<file path="config.mk">
export PLATFORM = sky130hd
export DESIGN_NAME = fp_mult_seq
export DESIGN_NICKNAME = d
export VERILOG_FILES = /design/src/rtl/fp_mult_pkg.sv /design/src/rtl/add_exp.sv /design/src/rtl/fp_man_mul_iter.sv /design/src/rtl/fp_mult_seq.sv
export SDC_FILE = /design/constraint.sdc
export NUM_CORES = 1
export LEC_CHECK = 0
export ABC_AREA = 1
export CAP_MARGIN = 10
export CORE_AREA = 2 2 227 229
export CTS_CLUSTER_DIAMETER = 100
export DETAILED_ROUTE_END_ITERATION = 6
export DIE_AREA = 0 0 229 231
export PLACE_DENSITY = 0.53
export SLEW_MARGIN = 10
export SYNTH_ARGS = -nofsm -noshare
export SYNTH_HDL_FRONTEND = slang
export SYNTH_HIERARCHICAL = 1
export SYNTH_SLANG_ARGS = --single-unit
</file>
<file path="constraint.sdc">
create_clock -name clk -period 4.75 [get_ports clk]
set_input_delay 1.425 -clock clk [delete_from_list [all_inputs] [get_ports clk]]
set_output_delay 1.425 -clock clk [all_outputs]
set_load 0.005 [all_outputs]
</file>
<file path="src/rtl/fp_mult_pkg.sv">
// Shared types and constants for the sequential IEEE-754 single-precision multiplier.
// FP_MULT_RNE_EN selects round-to-nearest-even; otherwise results truncate toward zero.
package fp_mult_pkg;

    localparam int EXP_W  = 8;
    localparam int MAN_W  = 23;
    localparam int BIAS   = 127;
    localparam int SIG_W  = MAN_W + 1;
    localparam int PROD_W = 2 * SIG_W;

    localparam logic [31:0]      QNAN    = 32'h7FC00000;
    localparam logic [EXP_W-1:0] EXP_MAX = '1;

    // Low product bits are only exported when rounding needs guard/sticky.
`ifdef FP_MULT_RNE_EN
    localparam int P_LO = 0;
`else
    localparam int P_LO = MAN_W;
`endif

    typedef enum logic [2:0] {
        IDLE,
        EXP,
        MUL,
        NORM,
        DONE
    } state_t;

endpackage

</file>
<file path="src/rtl/add_exp.sv">
// Ripple exponent adder: {cout, sum} = a + b + cin.
module add_exp #(
    parameter int W = 8
) (
    input  logic [W-1:0] a,
    input  logic [W-1:0] b,
    input  logic         cin,
    output logic [W-1:0] sum,
    output logic         cout
);

    assign {cout, sum} = {1'b0, a} + {1'b0, b} + {{W{1'b0}}, cin};

endmodule

</file>
<file path="src/rtl/fp_man_mul_iter.sv">
// Iterative LSB-first shift-add significand multiplier, one partial product per cycle.
module fp_man_mul_iter
    import fp_mult_pkg::*;
(
    input  logic                   clk,
    input  logic                   rst,
    input  logic                   start,
    input  logic [SIG_W-1:0]       a_sig,
    input  logic [SIG_W-1:0]       b_sig,
    output logic                   done,
    output logic [PROD_W-1:P_LO]   prod
);

    logic [PROD_W-1:0] mcand_q, mcand_d;
    logic [PROD_W-1:0] prod_q, prod_d;
    logic [SIG_W-1:0]  mplr_q, mplr_d;
    logic [4:0]        cnt_q, cnt_d;
    logic              run_q, run_d;

    always_ff @(posedge clk) begin
        if (rst) begin
            mcand_q <= '0;
            prod_q  <= '0;
            mplr_q  <= '0;
            cnt_q   <= '0;
            run_q   <= 1'b0;
        end else begin
            mcand_q <= mcand_d;
            prod_q  <= prod_d;
            mplr_q  <= mplr_d;
            cnt_q   <= cnt_d;
            run_q   <= run_d;
        end
    end

    always_comb begin
        mcand_d = mcand_q;
        prod_d  = prod_q;
        mplr_d  = mplr_q;
        cnt_d   = '0;
        run_d   = run_q;
        if (start) begin
            mcand_d = {{SIG_W{1'b0}}, a_sig};
            prod_d  = '0;
            mplr_d  = b_sig;
            run_d   = 1'b1;
        end else if (run_q) begin
            if (mplr_q[0]) begin
                prod_d = prod_q + mcand_q;
            end
            mcand_d = mcand_q << 1;
            mplr_d  = mplr_q >> 1;
            if (done) begin
                run_d = 1'b0;
            end else begin
                cnt_d = cnt_q + 5'd1;
            end
        end
    end

    assign done = run_q && (cnt_q == 5'(SIG_W - 1));
    assign prod = prod_q[PROD_W-1:P_LO];

endmodule

</file>
<file path="src/rtl/fp_mult_seq.sv">
// Multi-cycle IEEE-754 single-precision multiplier with valid/ready handshake.
// Build with FP_MULT_RNE_EN for round-to-nearest-even; default truncates.
module fp_mult_seq
    import fp_mult_pkg::*;
(
    input  logic        clk,
    input  logic        rst,
    input  logic        in_valid,
    output logic        in_ready,
    input  logic [31:0] a,
    input  logic [31:0] b,
    output logic        out_valid,
    input  logic        out_ready,
    output logic [31:0] result,
    output logic        ovf,
    output logic        unf,
    output logic        busy
);

    localparam logic signed [9:0] BIAS_S = 10'(BIAS);

    state_t state_q, state_d;

    logic [31:0]        a_q, a_d;
    logic [31:0]        b_q, b_d;
    logic signed [9:0]  e_q, e_d;
    logic               sign_q, sign_d;
    logic [31:0]        result_q, result_d;
    logic               ovf_q, ovf_d;
    logic               unf_q, unf_d;
    logic               out_valid_q, out_valid_d;

    logic [EXP_W-1:0]   exp_sum;
    logic               exp_cout;
    logic               mul_start;
    logic               mul_done;
    logic [PROD_W-1:P_LO] prod;

    add_exp #(
        .W    (EXP_W)
    ) u_add_exp (
        .a    (a_q[30:23]),
        .b    (b_q[30:23]),
        .cin  (1'b0),
        .sum  (exp_sum),
        .cout (exp_cout)
    );

    fp_man_mul_iter u_mul (
        .clk   (clk),
        .rst   (rst),
        .start (mul_start),
        .a_sig ({1'b1, a_q[22:0]}),
        .b_sig ({1'b1, b_q[22:0]}),
        .done  (mul_done),
        .prod  (prod)
    );

    // Zero / Inf / NaN operands bypass the multiply entirely.
    logic        a_max, b_max, a_zero, b_zero, special;
    logic        s_ab;
    logic [31:0] spec_res;

    always_comb begin
        a_max   = a_q[30:23] == EXP_MAX;
        b_max   = b_q[30:23] == EXP_MAX;
        a_zero  = a_q[30:23] == '0;
        b_zero  = b_q[30:23] == '0;
        special = a_max | b_max | a_zero | b_zero;
        s_ab    = a_q[31] ^ b_q[31];
        if (a_max | b_max) begin
            spec_res = (a_zero | b_zero) ? QNAN : {s_ab, EXP_MAX, 23'b0};
        end else begin
            spec_res = {s_ab, 31'b0};
        end
    end

    logic [SIG_W-1:0]  sig;
    logic signed [9:0] en;
    logic              inc;
    logic [SIG_W:0]    rnd;
    logic [MAN_W-1:0]  man;
    logic              n_ovf, n_unf;
    logic [31:0]       norm_res;
`ifdef FP_MULT_RNE_EN
    logic              guard, sticky;
`endif

    always_comb begin
        if (prod[47]) begin
            sig = prod[47:24];
            en  = e_q + 10'sd1;
        end else begin
            sig = prod[46:23];
            en  = e_q;
        end
`ifdef FP_MULT_RNE_EN
        guard  = prod[47] ? prod[23] : prod[22];
        sticky = prod[47] ? |prod[22:0] : |prod[21:0];
        inc    = guard & (sticky | sig[0]);
`else
        inc    = 1'b0;
`endif
        rnd = {1'b0, sig} + {{SIG_W{1'b0}}, inc};
        if (rnd[SIG_W]) begin
            man = rnd[SIG_W-1:1];
            en  = en + 10'sd1;
        end else begin
            man = rnd[MAN_W-1:0];
        end
        n_ovf = en >= 10'sd255;
        n_unf = !n_ovf && (en <= 10'sd0);
        if (n_ovf) begin
            norm_res = {sign_q, EXP_MAX, 23'b0};
        end else if (n_unf) begin
            norm_res = {sign_q, 31'b0};
        end else begin
            norm_res = {sign_q, en[7:0], man};
        end
    end

    always_ff @(posedge clk) begin
        if (rst) begin
            state_q <= IDLE;
        end else begin
            state_q <= state_d;
        end
    end

    always_comb begin
        state_d = state_q;
        unique case (state_q)
            IDLE: if (in_valid) state_d = EXP;
            EXP:  state_d = special ? DONE : MUL;
            MUL:  if (mul_done) state_d = NORM;
            NORM: state_d = DONE;
            DONE: if (out_valid_q && out_ready) state_d = IDLE;
            default: state_d = IDLE;
        endcase
    end

    // out_valid is registered, so it trails entry into DONE by one cycle.
    always_comb begin
        in_ready    = state_q == IDLE;
        busy        = state_q != IDLE;
        mul_start   = (state_q == EXP) && !special;
        out_valid_d = (state_q == DONE) && !(out_valid_q && out_ready);
    end

    always_ff @(posedge clk) begin
        if (rst) begin
            a_q         <= '0;
            b_q         <= '0;
            e_q         <= '0;
            sign_q      <= 1'b0;
            result_q    <= '0;
            ovf_q       <= 1'b0;
            unf_q       <= 1'b0;
            out_valid_q <= 1'b0;
        end else begin
            a_q         <= a_d;
            b_q         <= b_d;
            e_q         <= e_d;
            sign_q      <= sign_d;
            result_q    <= result_d;
            ovf_q       <= ovf_d;
            unf_q       <= unf_d;
            out_valid_q <= out_valid_d;
        end
    end

    always_comb begin
        a_d      = a_q;
        b_d      = b_q;
        e_d      = e_q;
        sign_d   = sign_q;
        result_d = result_q;
        ovf_d    = ovf_q;
        unf_d    = unf_q;
        unique case (state_q)
            IDLE: begin
                if (in_valid) begin
                    a_d = a;
                    b_d = b;
                end
            end
            EXP: begin
                sign_d = s_ab;
                e_d    = $signed({1'b0, exp_cout, exp_sum}) - BIAS_S;
                if (special) begin
                    result_d = spec_res;
                    ovf_d    = 1'b0;
                    unf_d    = 1'b0;
                end
            end
            NORM: begin
                result_d = norm_res;
                ovf_d    = n_ovf;
                unf_d    = n_unf;
            end
            default: ;
        endcase
    end

    assign out_valid = out_valid_q;
    assign result    = result_q;
    assign ovf       = ovf_q;
    assign unf       = unf_q;

endmodule

</file>
run_1/met2.png
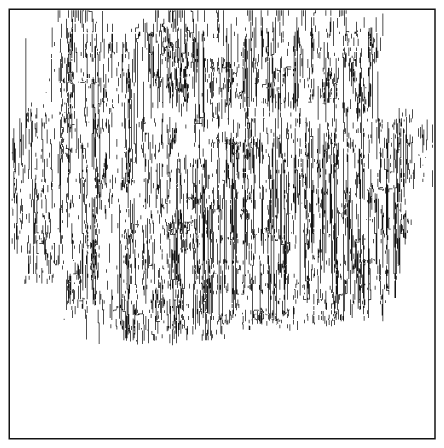
share of all routed wire = 45%
nets with wire on the layer = 1,909
longest straight run = 75.8 µm
wire length on this layer = 19,400 µm
main direction = vertical
drt total wl: 42.83 mm
M2 GR Usage: 26.99%
DR vias: 14,006

run_1/drive_strength.png
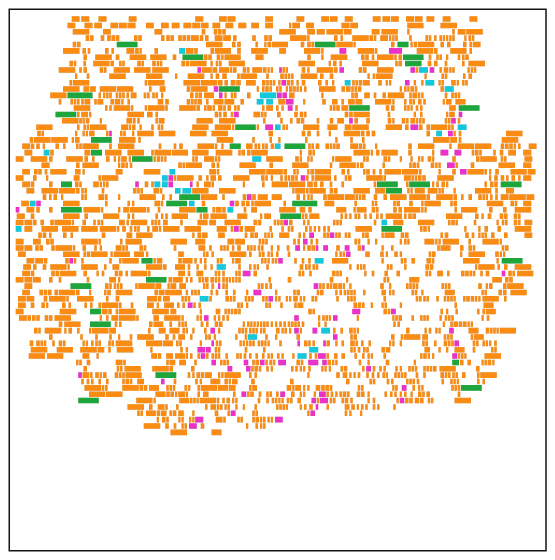
drive 6 and up -> green  # cells 39, share 1.6%
drive 2 -> magenta  # cells 99, share 4.1%
drive 3 to 4 -> cyan  # cells 32, share 1.3%
drive 1 or less -> orange  # cells 2,255, share 93%

run_1/gate_families.png
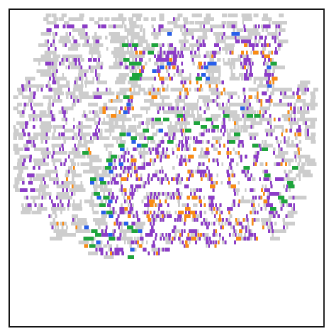
adder and majority cells -> green  # cells 60
XOR/XNOR gates -> blue  # cells 35
NAND gates -> purple  # cells 912
NOR gates -> orange  # cells 193
most used logic cell in the final layout: nand2_1
Non-Filler Instances: 3,105
Comb area share: 46.34%

[run 1: metal layers]
layer / vias up / share of wire (%) / GRT usage, %
met5: - / 0 / 0
met4: 0 / 1.8 / 3.024
met3: 45 / 3.6 / 1.890
met2: 238 / 45 / 26.99
met1: 6300 / 49 / 22.52
li1: 7423 / - / -
[run 1: where the power goes]
part | switching, mW | internal (mW) | leakage, nW
Sequential | 0.271 | 2.33 | 1.94
Clock | 0.880 | 1.27 | 0.463
Combinational | 1.65 | 0.799 | 5.97
[run 1: logic make-up after synthesis]
family	Yosys count	synth area share, %
AOI/OAI and AO/OA	376	13.92
xor gates and xnor gates	35	2.093
adders and majority gates	60	5.153
buffers and inverters	542	14.75
DFF	239	31.88
muxes	1	0.06670
other	2	0.05004
and+or+nand+nor	1114	32.09
[run 1: state kept, by name (all words and copies together) (netlist names)]
signal,cells
unf,1
result,32
u_mul/prod_q,48
e_q,10
ovf,1
u_mul/mcand_q,48
state_q,3
b_q,32
u_mul/mplr_q,24
a_q,32
u_mul/run_q,1
u_mul/cnt_q,5
sign_q,1
out_valid,1
[run 1: metrics by stage]
step / std cells / worst slack, ns
3_3_place_gp: 3055 / 1.534
2_1_floorplan: 2370 / 2.238
4_1_cts: 3105 / 1.082
5_1_grt: 3105 / 0.9453
6_report: 3105 / 1.125
3_5_place_dp: 3055 / 1.479
[run 1: cell type report]
| type | count | area, µm² | share of cell area (%) |
|---|---|---|---|
| Clock buffer | 36 | 779.5 | 4.495 |
| Clock inverter | 14 | 141.4 | 0.8154 |
| Inverter | 429 | 1610 | 9.286 |
| Multi-Input combinational cell | 1589 | 8035 | 46.34 |
| Sequential cell | 239 | 4785 | 27.59 |
| Tap cell | 680 | 850.8 | 4.907 |
| Timing Repair Buffer | 118 | 1139 | 6.566 |
==> results.ini, run 1 <==
[outcome]
outcome = finished, final reports clean

[sta]
finClkSkew_ns = 0.01433
finalSetupViolations = 0
slew_viol_final = 0
period_needed_ns = 3.625
relSlewSlack_pct = 25.09
hold_viol = 0

[yosys]
ys_chip_area_mm2 = 0.01501
synth_seq_share_pct = 31.88
flop_cell = dfxtp_1
synthCells = 2369
yosysWarnings = 6
edf_count = 0
ys_ff = 239
syn_avg_cell_area_um2 = 6.335
ys_types = 50

[worst_setup_path]
r2r-end = u_mul/mcand_q[6]$_SDFFE_PP0P_
worstPathMaxFanout = 19
crit_path_cell_trace = nor2_1 > inv_1 > nor2_4 > inv_1 > clkdlybuf4s50_1
endpoint = busy
critPathBufInv = 3
slowest_stage = clkdlybuf4s50_1

[routing]
drc = 0
viasPerCell = 4.511
initialDrtViolationCount = 961
ant_nets = 0

[place]
place_congestion = 0.9009
place_area_mm2 = 0.01642
portBuffers = 104

[min_path]
hold_end = u_mul/cnt_q[0]$_SDFF_PP0_
hold_depth = 1

[cells_and_area]
layout-drive-gt1-share_pct = 7.010
stdcell_area_mm2 = 0.01734
finalNetCount = 2532
final_cell_mix = 702 x nand2_1, 417 x inv_1, 239 x dfxtp_1, 186 x a21oi_1, 145 x nand3_1

[die]
die-area_mm2 = 0.05290
chipHeight_um = 231
core_area_mm2 = 0.05068

[grt]
grt_pass1_wl_mm = 70.59
antenna_found_initial = 0

[pwr]
power_density_mw_per_mm2 = 415.3
total_power_mw = 7.202

[clocking]
cts_tree = built
cts_buffer_depth = 3

[flow_run]
tool_warnings = 26

==> run 1 -> run 2 <==
==> constraint.sdc (replaced) <==
create_clock -name clk -period 3.45 [get_ports clk]
set_input_delay 1.035 -clock clk [delete_from_list [all_inputs] [get_ports clk]]
set_output_delay 1.035 -clock clk [all_outputs]
set_load 0.005 [all_outputs]
run_2/met2.png
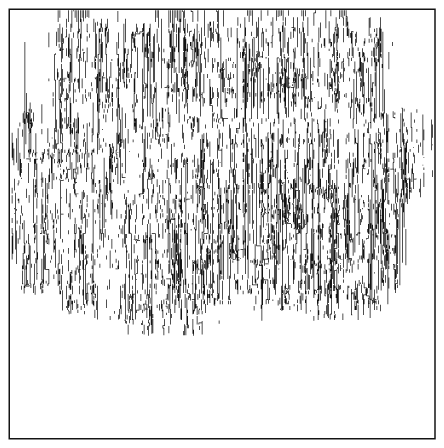
share of all routed wire = 45%
longest straight run = 92.8 µm

==> run 2 against run 1 <==
Compared with the run above: synthesized area unchanged; register-to-register slack got worse by 0.90 ns; synthesized cell count unchanged; via count increased by 0.39%; critical endpoint is now in_ready; combinational power increased by 42%; hold slack got worse by 0.0064 ns; largest power group unchanged.
==> results.ini, run 2 <==
[cells_and_area]
layout-drive-gt1-share_pct = 7.119
finalNetCount = 2540
mostFrequentLayoutCell = nand2_1

[place]
portBuffers = 104
place_area_mm2 = 0.01647
place_ws_ns = 0.7281

[sta]
finalSetupViolations = 0
setup_ws_ns = 0.5518
period_needed_ns = 2.898
relSlewSlack_pct = 48.27

[worst_setup_path]
crit_path_cell_trace = nor2_1 > inv_1 > nor2_4 > clkdlybuf4s50_1
critPathBufInv = 2
worstPathMaxFanout = 4

[yosys]
yosysWarnings = 6
adder_share_pct = 5.153
edf_count = 0
synthCells = 2369
ys_types = 50
synth-xor-area-share_pct = 2.093
ys_top_logic_family = simple AND/OR/NAND/NOR gates
flop_cell = dfxtp_1
syn_avg_cell_area_um2 = 6.335
ys_ff = 239

[pwr]
power.internal_mw = 6.032
comb_cell_power_mw = 3.48
swShare_pct = 39.03
pwr-share-seq_pct = 35.7
p_seq_mw = 3.53
total_power_mw = 9.895
pwr-share-clk_pct = 29.1

[flow_run]
tool_warnings = 26

[routing]
viasPerCell = 4.521
initialDrtViolationCount = 872
drt-total-wl_mm = 41.55
ant_nets = 0
num_vias = 14061
drc = 0

[clocking]
cts_tree = built
cts_buffer_depth = 3

[grt]
antenna_found_initial = 0
grt_pass1_wl_mm = 68.20

[outcome]
outcome = finished, final reports clean

run_2/final_clocks.png
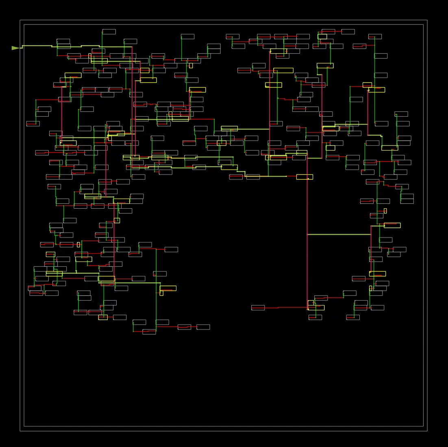
Clk power: 2.88 mW
final-layout clock buffer total: 39
clk_lat worst skew: 0.55 ns
clk_skew: 0.01073 ns
Num CTS Buffers: 28

run 2: cell count changes in the layout (fill, tap and decap cells not counted):
cell	change
buf_4	+7
clkinvlp_4	-1
bufinv_16	-1
inv_1	+1
clkinv_8	+1
clkinv_2	-4
clkbuf_16	+1
clkinv_1	-1
clkbuf_1	+2
inv_16	-1
clkinv_4	+1
run 2: final timing paths:
path,cells after the start,end,from,slack [ns]
worst min register to register,1,u_mul/cnt_q[0]$_SDFF_PP0_,u_mul/cnt_q[0]$_SDFF_PP0_,0.45
worst max register to register,11,e_q[7]$_SDFFE_PP0N_,a_q[23]$_SDFFE_PP0P_,0.67
worst min-delay path,1,u_mul/cnt_q[0]$_SDFF_PP0_,u_mul/cnt_q[0]$_SDFF_PP0_,0.45
worst max-delay path,4,in_ready,state_q[2]$_SDFFE_PP0P_,0.55
run 2: area by class of cell:
type | instances | area share (%)
Tap cell | 680 | 4.897
Timing Repair Buffer | 125 | 6.856
Sequential cell | 239 | 27.54
Clock buffer | 39 | 4.674
Multi-Input combinational cell | 1589 | 46.25
Inverter | 429 | 9.269
Clock inverter | 9 | 0.5113
run 2: per-layer routing:
| layer | global-route usage [%] | vias up | part of all wire (%) | wire, µm |
|---|---|---|---|---|
| li1 | - | 7455 | - | - |
| met1 | 21.76 | 6363 | 51 | 21120 |
| met2 | 25.67 | 202 | 45 | 18510 |
| met3 | 1.964 | 41 | 3.3 | 1358 |
| met4 | 2.394 | 0 | 1.4 | 565 |
| met5 | 0 | - | 0 | 0 |
run 2: cell families (layout without fill, tap and decap cells):
logic type	after synthesis	in the layout
adders and majority gates	60	60
DFF	239	239
other	2	3
xor gates and xnor gates	35	35
muxes	1	1
and+or+nand+nor	1114	1114
buffers and inverters	542	602
AOI/OAI and AO/OA	376	376
Power is estimated from default activity; no workload was simulated.
